Figure 1. I/O pins on the die edge (run 1).
Pins as bars across the die edge, other pins in grey.
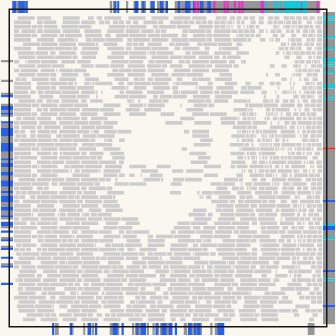
Figure 2. Where the registers sit (run 1).
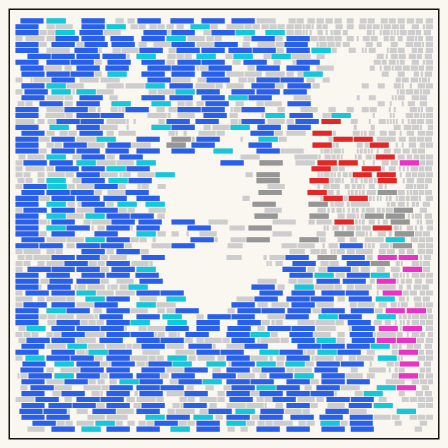
Figure 3. Clock nets (run 1).
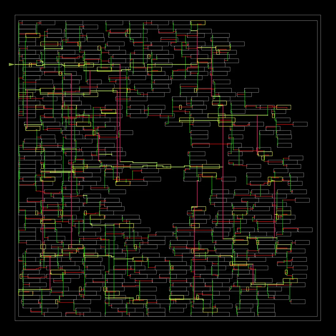
<file path="src/rtl/spu_cmd_sched.sv">
// ============================================================================
// spu_cmd_sched : SPU front end - command FIFO, one-at-a-time engine dispatch,
//                 watchdog and gbuf port arbitration.
// Revision      : 1.0
// ============================================================================
`default_nettype none

module spu_cmd_sched #(
    parameter int ADDR_WIDTH = 12,
    parameter int DATA_WIDTH = 32,
    parameter int NUM_ENG    = 2,
    parameter int OP_W       = 2,
    parameter int CFG_W      = 96,
    parameter int CMD_DEPTH  = 4,
    parameter int TO_W       = 20
) (
    input  logic                          core_clk,
    input  logic                          rst_n,
    input  logic                          cmd_valid,
    output logic                          cmd_ready,
    input  logic [OP_W-1:0]               cmd_op,
    input  logic [CFG_W-1:0]              cmd_cfg,
    output logic [NUM_ENG-1:0]            eng_start,
    output logic [CFG_W-1:0]              eng_cfg,
    input  logic [NUM_ENG-1:0]            eng_end,
    input  logic [NUM_ENG-1:0]            eng_ren,
    input  logic [NUM_ENG-1:0]            eng_wen,
    input  logic [NUM_ENG*ADDR_WIDTH-1:0] eng_raddr,
    input  logic [NUM_ENG*ADDR_WIDTH-1:0] eng_waddr,
    input  logic [NUM_ENG*DATA_WIDTH-1:0] eng_wdata,
    output logic                          gbuf_cen,
    output logic                          gbuf_wen,
    output logic [ADDR_WIDTH-1:0]         gbuf_raddr,
    output logic [ADDR_WIDTH-1:0]         gbuf_waddr,
    output logic [DATA_WIDTH-1:0]         gbuf_din,
    output logic                          spu_end,
    output logic                          busy,
    output logic                          err_illegal,
    output logic                          err_timeout,
    input  logic                          err_clr,
    output logic [15:0]                   done_cnt
);

    localparam int PTR_W = $clog2(CMD_DEPTH);
    // Expiry is flagged on the (2**TO_W-1)-th RUN cycle, when the count reads 2**TO_W-2.
    localparam logic [TO_W-1:0] WD_LAST = {{(TO_W-1){1'b1}}, 1'b0};

    typedef enum logic [1:0] {
        S_IDLE   = 2'd0,
        S_LAUNCH = 2'd1,
        S_RUN    = 2'd2,
        S_DONE   = 2'd3
    } state_t;

    state_t                r_state, w_next;
    logic [OP_W-1:0]       r_fifo_op  [CMD_DEPTH];
    logic [CFG_W-1:0]      r_fifo_cfg [CMD_DEPTH];
    logic [PTR_W-1:0]      r_wr_ptr, r_rd_ptr;
    logic [PTR_W:0]        r_count;
    logic [NUM_ENG-1:0]    r_sel, r_start, w_dec;
    logic [CFG_W-1:0]      r_cfg;
    logic [TO_W-1:0]       r_wd;
    logic                  r_err_ill, r_err_to;
    logic [15:0]           r_done_cnt;
    logic                  w_full, w_empty, w_push, w_pop, w_legal, w_hit_end, w_expire;

    assign w_full    = (r_count == (PTR_W+1)'(CMD_DEPTH));
    assign w_empty   = (r_count == '0);
    assign w_push    = cmd_valid && !w_full;
    assign w_pop     = (r_state == S_LAUNCH);
    assign w_legal   = |w_dec;
    assign w_hit_end = |(eng_end & r_sel);
    assign w_expire  = (r_wd == WD_LAST);

    always_ff @(posedge core_clk) begin
        if (w_push) begin
            r_fifo_op[r_wr_ptr]  <= cmd_op;
            r_fifo_cfg[r_wr_ptr] <= cmd_cfg;
        end
    end

    always_ff @(posedge core_clk or negedge rst_n) begin
        if (!rst_n) begin
            r_wr_ptr <= '0;
            r_rd_ptr <= '0;
            r_count  <= '0;
        end else begin
            if (w_push) r_wr_ptr <= r_wr_ptr + 1'b1;
            if (w_pop)  r_rd_ptr <= r_rd_ptr + 1'b1;
            case ({w_push, w_pop})
                2'b10:   r_count <= r_count + 1'b1;
                2'b01:   r_count <= r_count - 1'b1;
                default: r_count <= r_count;
            endcase
        end
    end

    // One-hot engine select of the head command; all-zero means illegal op.
    always_comb begin
        w_dec = '0;
        for (int i = 0; i < NUM_ENG; i++) begin
            w_dec[i] = (r_fifo_op[r_rd_ptr] == i[OP_W-1:0]);
        end
    end

    always_ff @(posedge core_clk or negedge rst_n) begin
        if (!rst_n) r_state <= S_IDLE;
        else        r_state <= w_next;
    end

    always_comb begin
        w_next = r_state;
        case (r_state)
            S_IDLE:   if (!w_empty) w_next = S_LAUNCH;
            S_LAUNCH: w_next = w_legal ? S_RUN : S_DONE;
            S_RUN:    if (w_hit_end || w_expire) w_next = S_DONE;
            S_DONE:   w_next = S_IDLE;
            default:  w_next = S_IDLE;
        endcase
    end

    always_ff @(posedge core_clk or negedge rst_n) begin
        if (!rst_n) begin
            r_start    <= '0;
            r_sel      <= '0;
            r_cfg      <= '0;
            r_wd       <= '0;
            r_err_ill  <= 1'b0;
            r_err_to   <= 1'b0;
            r_done_cnt <= '0;
        end else begin
            r_start <= '0;
            if (r_state == S_LAUNCH) begin
                r_cfg   <= r_fifo_cfg[r_rd_ptr];
                r_sel   <= w_dec;
                r_start <= w_dec;
                r_wd    <= '0;
            end
            if (r_state == S_RUN) r_wd <= r_wd + 1'b1;
            if (r_state == S_DONE) r_done_cnt <= r_done_cnt + 16'd1;
            if (err_clr) begin
                r_err_ill <= 1'b0;
                r_err_to  <= 1'b0;
            end else begin
                if (r_state == S_LAUNCH && !w_legal) r_err_ill <= 1'b1;
                if (r_state == S_RUN && w_expire && !w_hit_end) r_err_to <= 1'b1;
            end
        end
    end

    always_comb begin
        gbuf_cen   = 1'b1;
        gbuf_wen   = 1'b1;
        gbuf_raddr = '0;
        gbuf_waddr = '0;
        gbuf_din   = '0;
        if (r_state == S_RUN) begin
            for (int i = 0; i < NUM_ENG; i++) begin
                if (r_sel[i]) begin
                    gbuf_cen   = ~(eng_ren[i] | eng_wen[i]);
                    gbuf_wen   = ~eng_wen[i];
                    gbuf_raddr = eng_raddr[i*ADDR_WIDTH +: ADDR_WIDTH];
                    gbuf_waddr = eng_waddr[i*ADDR_WIDTH +: ADDR_WIDTH];
                    gbuf_din   = eng_wdata[i*DATA_WIDTH +: DATA_WIDTH];
                end
            end
        end
    end

    assign cmd_ready   = !w_full;
    assign eng_start   = r_start;
    assign eng_cfg     = r_cfg;
    assign spu_end     = (r_state == S_DONE);
    assign busy        = !w_empty || (r_state != S_IDLE);
    assign err_illegal = r_err_ill;
    assign err_timeout = r_err_to;
    assign done_cnt    = r_done_cnt;

endmodule

`default_nettype wire

</file>
<file path="config.mk">
export PLATFORM = sky130hd
export DESIGN_NAME = spu_cmd_sched
export DESIGN_NICKNAME = d
export VERILOG_FILES = /design/src/rtl/spu_cmd_sched.sv
export SDC_FILE = /design/constraint.sdc
export NUM_CORES = 1
export LEC_CHECK = 0
export CORE_MARGIN = 2
export CORE_UTILIZATION = 56
export DETAILED_ROUTE_END_ITERATION = 7
export GPL_TIMING_DRIVEN = 0
export PLACE_DENSITY = 0.95
export SLEW_MARGIN = 25
export SYNTH_ARGS = -nofsm -noshare
export SYNTH_HDL_FRONTEND = slang
export SYNTH_SLANG_ARGS = --single-unit
</file>
<file path="constraint.sdc">
create_clock -name core_clk -period 6 [get_ports core_clk]
set_input_delay 1.2 -clock core_clk [delete_from_list [all_inputs] [get_ports core_clk]]
set_output_delay 1.2 -clock core_clk [all_outputs]
set_load 0.1 [all_outputs]
</file>
==> results_slide.txt, run 1 <==
Flow Results at a Glance

Run status
  • Run status: completed

Power
  • Power consumed by sequential cells: 0.00476 W
  • Largest voltage drop on the vdd net: 0.4443 mV
  • Proportion of total power due to net switching: 0.2296

Timing
  • Number of pins with negative max-slew slack in the final report: 0
  • Post-route fraction of the period consumed by the critical path: 0.8940
  • Setup repair after global routing missed its margin: no
  • Final hold vios: 0

Final layout
  • Biggest register: r_fifo_cfg
  • Nets: 1778
  • Synth-to-layout area growth: 30.62%
  • Filler cells: 2043
  • Ratio of cells with drive above 1 in the final layout: 0.1898
  • Flip-flop count of the largest register, all copies and words added: 384

Die
  • Core utilization at floorplan: 0.5683
  • I/O pin count: 397

Min path
  • Hold WC Path Type: reg2reg

Setup path
  • Crit. End Element: primary output
  • Worst setup SP type: flop
  • Startpoint-to-endpoint class of the critical path: reg2out
  • Top Family by Delay on Critical Path: buffers and inverters
  • Critical-path top delay cell: clkdlybuf4s50_1

Drt
  • Detail-routed via count per cell: 5.927
  • Total vias in the final route: 12.20k

Global routing
  • Wire length of the first global-routing pass: 81.32 mm
  • Via count of the first global-routing pass: 12.99k
  • Remaining global-route overflow: 0

Logic synthesis
  • Flops out of synthesis: 539
  • Cell taking the most area after synthesis: edfxtp_1
  • Number of flops mapped to enable cells by yosys: 392
  • Most numerous cell in the Yosys netlist: edfxtp_1
  • Adders+Majority by Area: 0.008780
  • Tally of unique sky130hd cells used after synthesis: 41
  • Ys cells: 1087

Clocking
  • Post-cts resize count: 0
  • TritonCTS sink count: 539
  • Post-CTS Setup Repair Bufs: 0
  • Deepest level of the CTS H-tree: 2

Placement
  • Post-detail-place hpwl: 36.32 mm

Flow run
  • Max Cap Violations: 0
Back to the opening pictures, Figure 1:
Key: `cmd_cfg` = blue [pins 96, direction input, edge 36 west, 29 south, 26 north, 5 east]; `err_timeout` = red [pins 1, direction output, edge east]; `gbuf_waddr` = magenta [pins 12, direction output, edge north]; `gbuf_din` = cyan [pins 32, direction output, edge 18 north, 14 east]
All pins by edge: 143 east, 127 north, 67 west, 60 south.

Back to the opening pictures, Figure 2:
Key: `r_fifo_cfg` = blue [placed flops 384, where widely spread]; `r_wd` = red [placed flops 20]; `done_cnt` = magenta [placed flops 16]; `eng_cfg` = cyan [placed flops 96, where widely spread]

Back to the opening pictures, Figure 3:
number of CTS-inserted buffers: 50
reported clock group power: 0.00312 W
flop count: 539
Clock buffer cells: 75
Latency at later pin: 0.59 ns

[run 1: metrics by stage]
stage / cell area (um^2) / hold slack, ns / util / cells / setup TNS [ns]
after detailed placement: 25560 / 0.4619 / 0.6981 / 1960 / 0
after floorplan: 20810 / 0.4542 / - / 1087 / 0
after global routing: 27170 / 0.5105 / 0.7423 / 2059 / 0
final: 27170 / 0.4707 / 0.7423 / 2059 / 0
after global placement: 25350 / 0.4672 / 0.6926 / 1951 / -550.88
after CTS: 27170 / 0.4741 / 0.7421 / 2054 / 0
[run 1: layout make-up]
cell class                 count  area (um^2)  area share
sequential                   539        15450      0.5685
multi-input combinational    479         5095      0.1875
timing repair buffer         405         4141      0.1524
clock buffer                  75         1418     0.05217
tap                          468        585.6     0.02155
buffer                        57        236.5    0.008702
clock inverter                19        191.4    0.007045
inverter                      12        45.04    0.001658
antenna                        5        12.51   0.0004604
[run 1: cell usage in the layout, fill, tap and decap left out, drive strengths merged, types with 21 or more instances in the layout]
cell | Yosys | layout
a22oi | 55 | 55
xnor2 | 21 | 21
clkbuf | 34 | 109
nor2 | 78 | 78
clkdlybuf4s50 | 0 | 392
nand2 | 24 | 24
mux2 | 99 | 99
edfxtp | 392 | 392
dfrtp | 147 | 147
buf | 23 | 36
mux4 | 98 | 98
[run 1: final timing paths]
path	slack [ns]	cells after the start	end	start
worst min register to register	0.47	1	done_cnt[15]	done_cnt[15]
worst min-delay path	0.47	1	done_cnt[15]	done_cnt[15]
worst max-delay path	0.64	6	gbuf_raddr[0]	r_sel[1]
worst max register to register	3.40	5	eng_cfg[34]	r_state[1]
min in group asynchronous	0.55	1	eng_cfg[72]	rst_n
max in group asynchronous	4.59	2	r_count[0]	rst_n
==> inputs of run 2 (changes only) <==
Settings changed: CAP_MARGIN set to 20.
Figure 4. Clock nets (run 2).
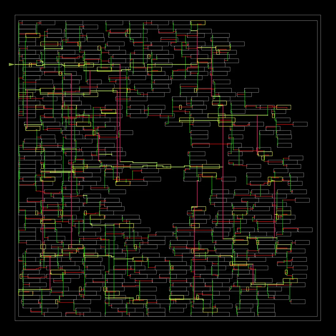
TritonCTS sink count: 539
worst clock skew: 0.02136 ns

Figure 5. Where the registers sit (run 2).
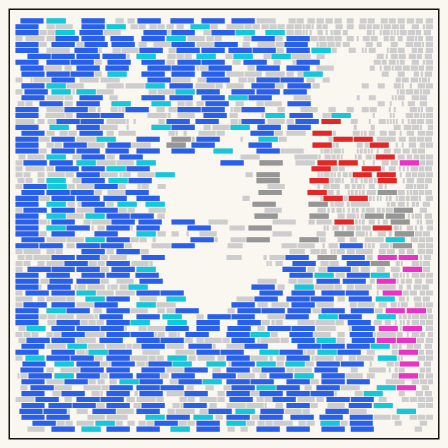
Key: `r_wd` = red [placed flops 20]; `done_cnt` = magenta [placed flops 16]; `eng_cfg` = cyan [placed flops 96, where widely spread]; `r_fifo_cfg` = blue [placed flops 384, where widely spread]
Another 23 sequential cells are not coloured.
flip-flop and latch area: 0.01545 mm^2
Util after Layout: 0.7423
sequential cell area share: 0.5685

==> results_slide.txt, run 2 <==
Flow Results at a Glance

Clocking
  • Deepest level of the CTS H-tree: 2
  • Post-cts resize count: 0
  • Latency at later pin: 0.59 ns

Min path
  • Hold WC Path Type: reg2reg

Power
  • Proportion of total power due to net switching: 0.2296
  • Largest voltage drop on the vdd net: 0.4443 mV

Setup path
  • Logic depth of the worst setup path including buffers: 6
  • Slack of the worst reg-to-reg path: 3.40 ns
  • Critical-path top delay cell: clkdlybuf4s50_1
  • Endpoint of the worst setup timing path: gbuf_raddr[0]
  • Worst R2R Path Depth: 5
  • Top Family by Delay on Critical Path: buffers and inverters
  • Critical R2R Capture: eng_cfg[34]
  • Reg-to-Reg Start: r_state[1]
  • Startpoint-to-endpoint class of the critical path: reg2out
  • Crit. End Element: primary output
  • Source of the critical timing path: r_sel[1]

Global routing
  • Via count of the first global-routing pass: 12.99k
  • Wire length of the first global-routing pass: 81.32 mm

Final layout
  • Flip-flop count of the largest register, all copies and words added: 384
  • Highest-count cells in the layout ignoring fill and taps: 392 x clkdlybuf4s50_1, 392 x edfxtp_1, 147 x dfrtp_1, 99 x mux2_2, 98 x mux4_2
  • Ratio of cells with drive above 1 in the final layout: 0.1898
  • Filler cells: 2043
  • Biggest register: r_fifo_cfg
  • Nets: 1778

Timing
  • Post-route fraction of the period consumed by the critical path: 0.8940
  • Number of pins with negative max-slew slack in the final report: 0
  • Hold_ws: 0.4707 ns
  • Final hold vios: 0

Logic synthesis
  • Tally of unique sky130hd cells used after synthesis: 41
  • Adders+Majority by Area: 0.008780
  • Ys cells: 1087
  • Number of flops mapped to enable cells by yosys: 392

Die
  • I/O pin count: 397

Flow run
  • Max Cap Violations: 0

Drt
  • Total vias in the final route: 12.20k

Run status
  • Run status: completed
Figure 6. I/O pins on the die edge (run 2).
Pins as bars across the die edge, other pins in grey.
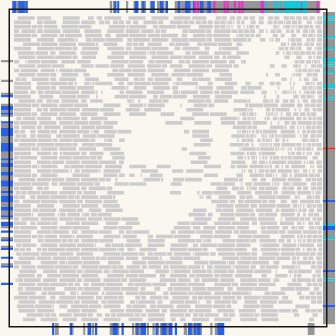
Key: `err_timeout` = red [pins 1, direction output, edge east]; `gbuf_din` = cyan [pins 32, direction output, edge 18 north, 14 east]; `cmd_cfg` = blue [pins 96, direction input, edge 36 west, 29 south, 26 north, 5 east]; `gbuf_waddr` = magenta [pins 12, direction output, edge north]
All pins by edge: 143 east, 127 north, 67 west, 60 south.
die height: 196.7 um
width of the chip: 196.7 um

## run 2: cell counts after synthesis
No cell type changed its count.
## run 2: final cells by class
class / instances / area [um^2] / share of cell area
Clock inverter: 19 / 191.4 / 0.007045
Antenna cell: 5 / 12.51 / 0.0004604
Timing Repair Buffer: 405 / 4141 / 0.1524
Clock buffer: 75 / 1418 / 0.05217
Inverter: 12 / 45.04 / 0.001658
Tap cell: 468 / 585.6 / 0.02155
Multi-Input combinational cell: 479 / 5095 / 0.1875
Buffer: 57 / 236.5 / 0.008702
Sequential cell: 539 / 15450 / 0.5685
## run 2: worst min path at each step
stage                       startpoint      endpoint  slack, ns  depth (start not counted)
final                     done_cnt[15]  done_cnt[15]       0.47                          1
after global routing      done_cnt[15]  done_cnt[15]       0.51                          1
after CTS                 done_cnt[15]  done_cnt[15]       0.47                          1
after detailed placement  done_cnt[15]  done_cnt[15]       0.46                          1
after global placement    done_cnt[15]  done_cnt[15]       0.47                          1
after floorplan             r_count[2]    r_count[2]       0.45                          1
## run 2: per-layer routing
| layer | track usage | wire (um) |
|---|---|---|
| met1 | 0.3341 | 19250 |
| met2 | 0.4946 | 28210 |
| met3 | 0.07940 | 4536 |
| met4 | 0.1507 | 2923 |
| met5 | 0 | 27 |
## run 2: metrics by stage
stage	setup slack (ns)	cells
final	0.6362	2059
after global routing	0.5282	2059
after global placement	-2.992	1951
after detailed placement	1.260	1960
after floorplan	0.09331	1087
after CTS	0.6147	2054
## run 2: power by group through the flow
stage	clock network, W	registers, W	logic (W)
final	0.00312	0.00476	0.000881
after global routing	0.00329	0.00480	0.000944
after floorplan	0	0.00482	0.000412
after CTS	0.00316	0.00476	0.000891
after global placement	0	0.00488	0.000767
after detailed placement	0	0.00482	0.000885
Figure 7. Routed metal, one colour a layer (run 2).
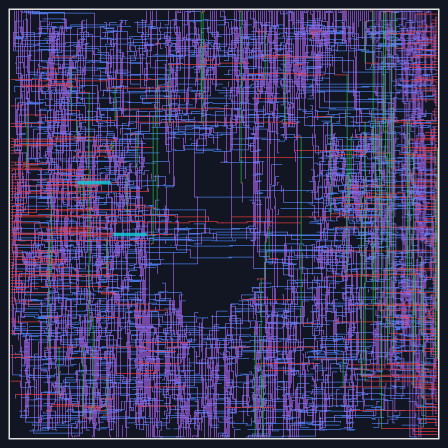

==> inputs of run 3 (changes only) <==
Settings changed: CORE_MARGIN 2 to not set, CTS_CLUSTER_SIZE set to 25.
Figure 8. Routed metal, one colour a layer (run 3).
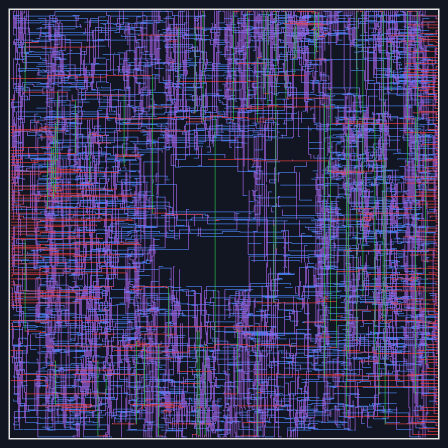
Key: M1 = blue [wire length 19000 um]; M2 = purple [wire length 26.9 mm]; M4 = green [wire length 2980 um]; M3 = red [wire length 4460 um]
total length of routed wires: 53.39 mm
wire length per cell after detailed routing: 25.93 um
total track usage: 0.2862
total vias in the final route: 12.13k

Figure 9. Where the registers sit (run 3).
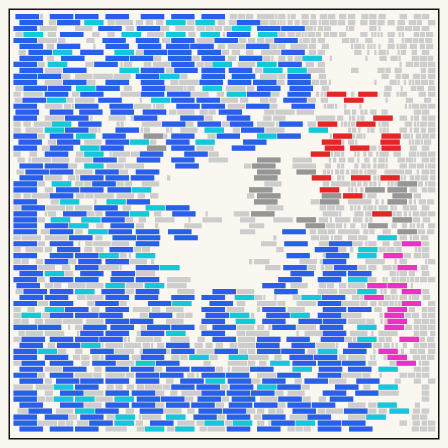
Key: `eng_cfg` = cyan [placed flops 96, where widely spread]; `done_cnt` = magenta [placed flops 16]; `r_fifo_cfg` = blue [placed flops 384, where widely spread]; `r_wd` = red [placed flops 20]

==> results_slide.txt, run 3 <==
Flow Results at a Glance

Setup path
  • Startpoint-to-endpoint class of the critical path: reg2out
  • Crit. End Element: primary output
  • Critical R2R Capture: eng_cfg[90]
  • Reg-to-Reg Start: r_state[1]

Final layout
  • Highest-count cells in the layout ignoring fill and taps: 392 x edfxtp_1, 388 x clkdlybuf4s50_1, 147 x dfrtp_1, 99 x mux2_2, 98 x mux4_2
  • #MultiIn Comb: 479
  • Proportion of cell area occupied by multi-input gates: 0.1871
  • Most frequent logic cell in the layout: edfxtp_1
  • Clock buffer cells: 68
  • Synth-to-layout area growth: 30.91%
  • Number of logic inverters in the finished layout: 12
  • Cell group occupying the most layout area: sequential cells
  • Filler cells: 2060
  • Flip-flop count of the largest register, all copies and words added: 384
  • Share of final layout cell area taken by clock buffers and inverters: 0.06137

Drt
  • Detail-routed via count per cell: 5.893
  • Routed metal-1 wirelength: 19.04 mm
  • Met2 layer wire length in the routed design: 26.92 mm

Global routing
  • GR Util met2: 0.4804
  • Met1 usage in global routing: 0.3364

Timing
  • Setup total negative slack: 0 ns
  • Worst clock skew: 0.03081 ns
  • Post-route fraction of the period consumed by the critical path: 0.9269

Placement
  • Placed standard-cell area: 0.02556 mm^2

Min path
  • Destination of the worst hold path: done_cnt[15]
  • Cell count of the worst hold path: 1
  • Hold path start: done_cnt[15]

Logic synthesis
  • Number of flops mapped to enable cells by yosys: 392
  • Ys cells: 1087

Clocking
  • Post-cts resize count: 0
  • TritonCTS sink count: 539

Die
  • Tap Cells: 468

Run status
  • Run status: completed
Figure 10. I/O pins on the die edge (run 3).
Pins as bars across the die edge, other pins in grey.
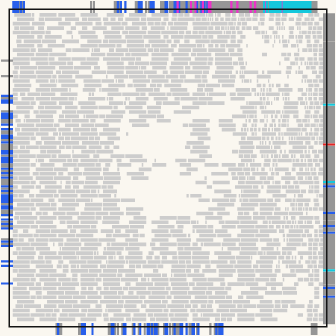
Key: `err_timeout` = red [pins 1, direction output, edge east]; `gbuf_waddr` = magenta [pins 12, direction output, edge north]; `cmd_cfg` = blue [pins 96, direction input, edge 36 west, 29 south, 25 north, 6 east]; `gbuf_din` = cyan [pins 32, direction output, edge 29 north, 3 east]
All pins by edge: 141 east, 130 north, 65 west, 61 south.

## run 3: netlist changes by cell type in the layout (fill, tap and decap cells not counted), moves of 2 or more
cell	before	now
buf_2	17	21
clkbuf_1	53	46
clkdlybuf4s50_1	392	388
bufinv_16	3	5
inv_6	0	2
diode_2	5	2
clkinv_1	6	11
## run 3: cell families (layout without fill, tap and decap cells)
group,after synthesis,count (layout),synth area share
flops,539,539,0.7426
mux,198,198,0.1602
buf+inv,69,571,0.01347
simple gates,151,151,0.03278
fa+ha+maj,14,14,0.008781
compound gates,83,83,0.02833
xor+xnor,33,33,0.01389
other cells,0,2,0
## run 3: power groups by stage
| stage | Clock [W] | Sequential [W] | Combinational [W] |
|---|---|---|---|
| after floorplan | 0 | 0.00482 | 0.000412 |
| after global placement | 0 | 0.00488 | 0.000771 |
| after detailed placement | 0 | 0.00482 | 0.000911 |
| after CTS | 0.00326 | 0.00476 | 0.000918 |
| after global routing | 0.00341 | 0.00479 | 0.000955 |
| final | 0.00321 | 0.00476 | 0.000895 |
## run 3: stage by stage
| step | setup WS, ns | util | total power, W | std cells |
|---|---|---|---|---|
| final | 0.4384 | 0.7440 | 0.008870 | 2059 |
| after global routing | 0.2643 | 0.7440 | 0.009154 | 2059 |
| after CTS | 0.3659 | 0.7440 | 0.008941 | 2057 |
| after detailed placement | 1.010 | 0.6983 | 0.005732 | 1961 |
| after global placement | -3.004 | 0.6926 | 0.005652 | 1951 |
| after floorplan | 0.09331 | - | 0.005232 | 1087 |
## run 3: critical path, cell delays in order (launching register included)
cell and delay [ns]:
dfrtp_1 0.35, clkbuf_1 0.19, nor2b_1 0.22, clkbuf_1 0.50
buf_1 0.65, a22oi_1 0.40, nor2_1 0.28, clkdlybuf4s50_1 1.18
No activity file was given, so power comes from the tool's default toggle rates.
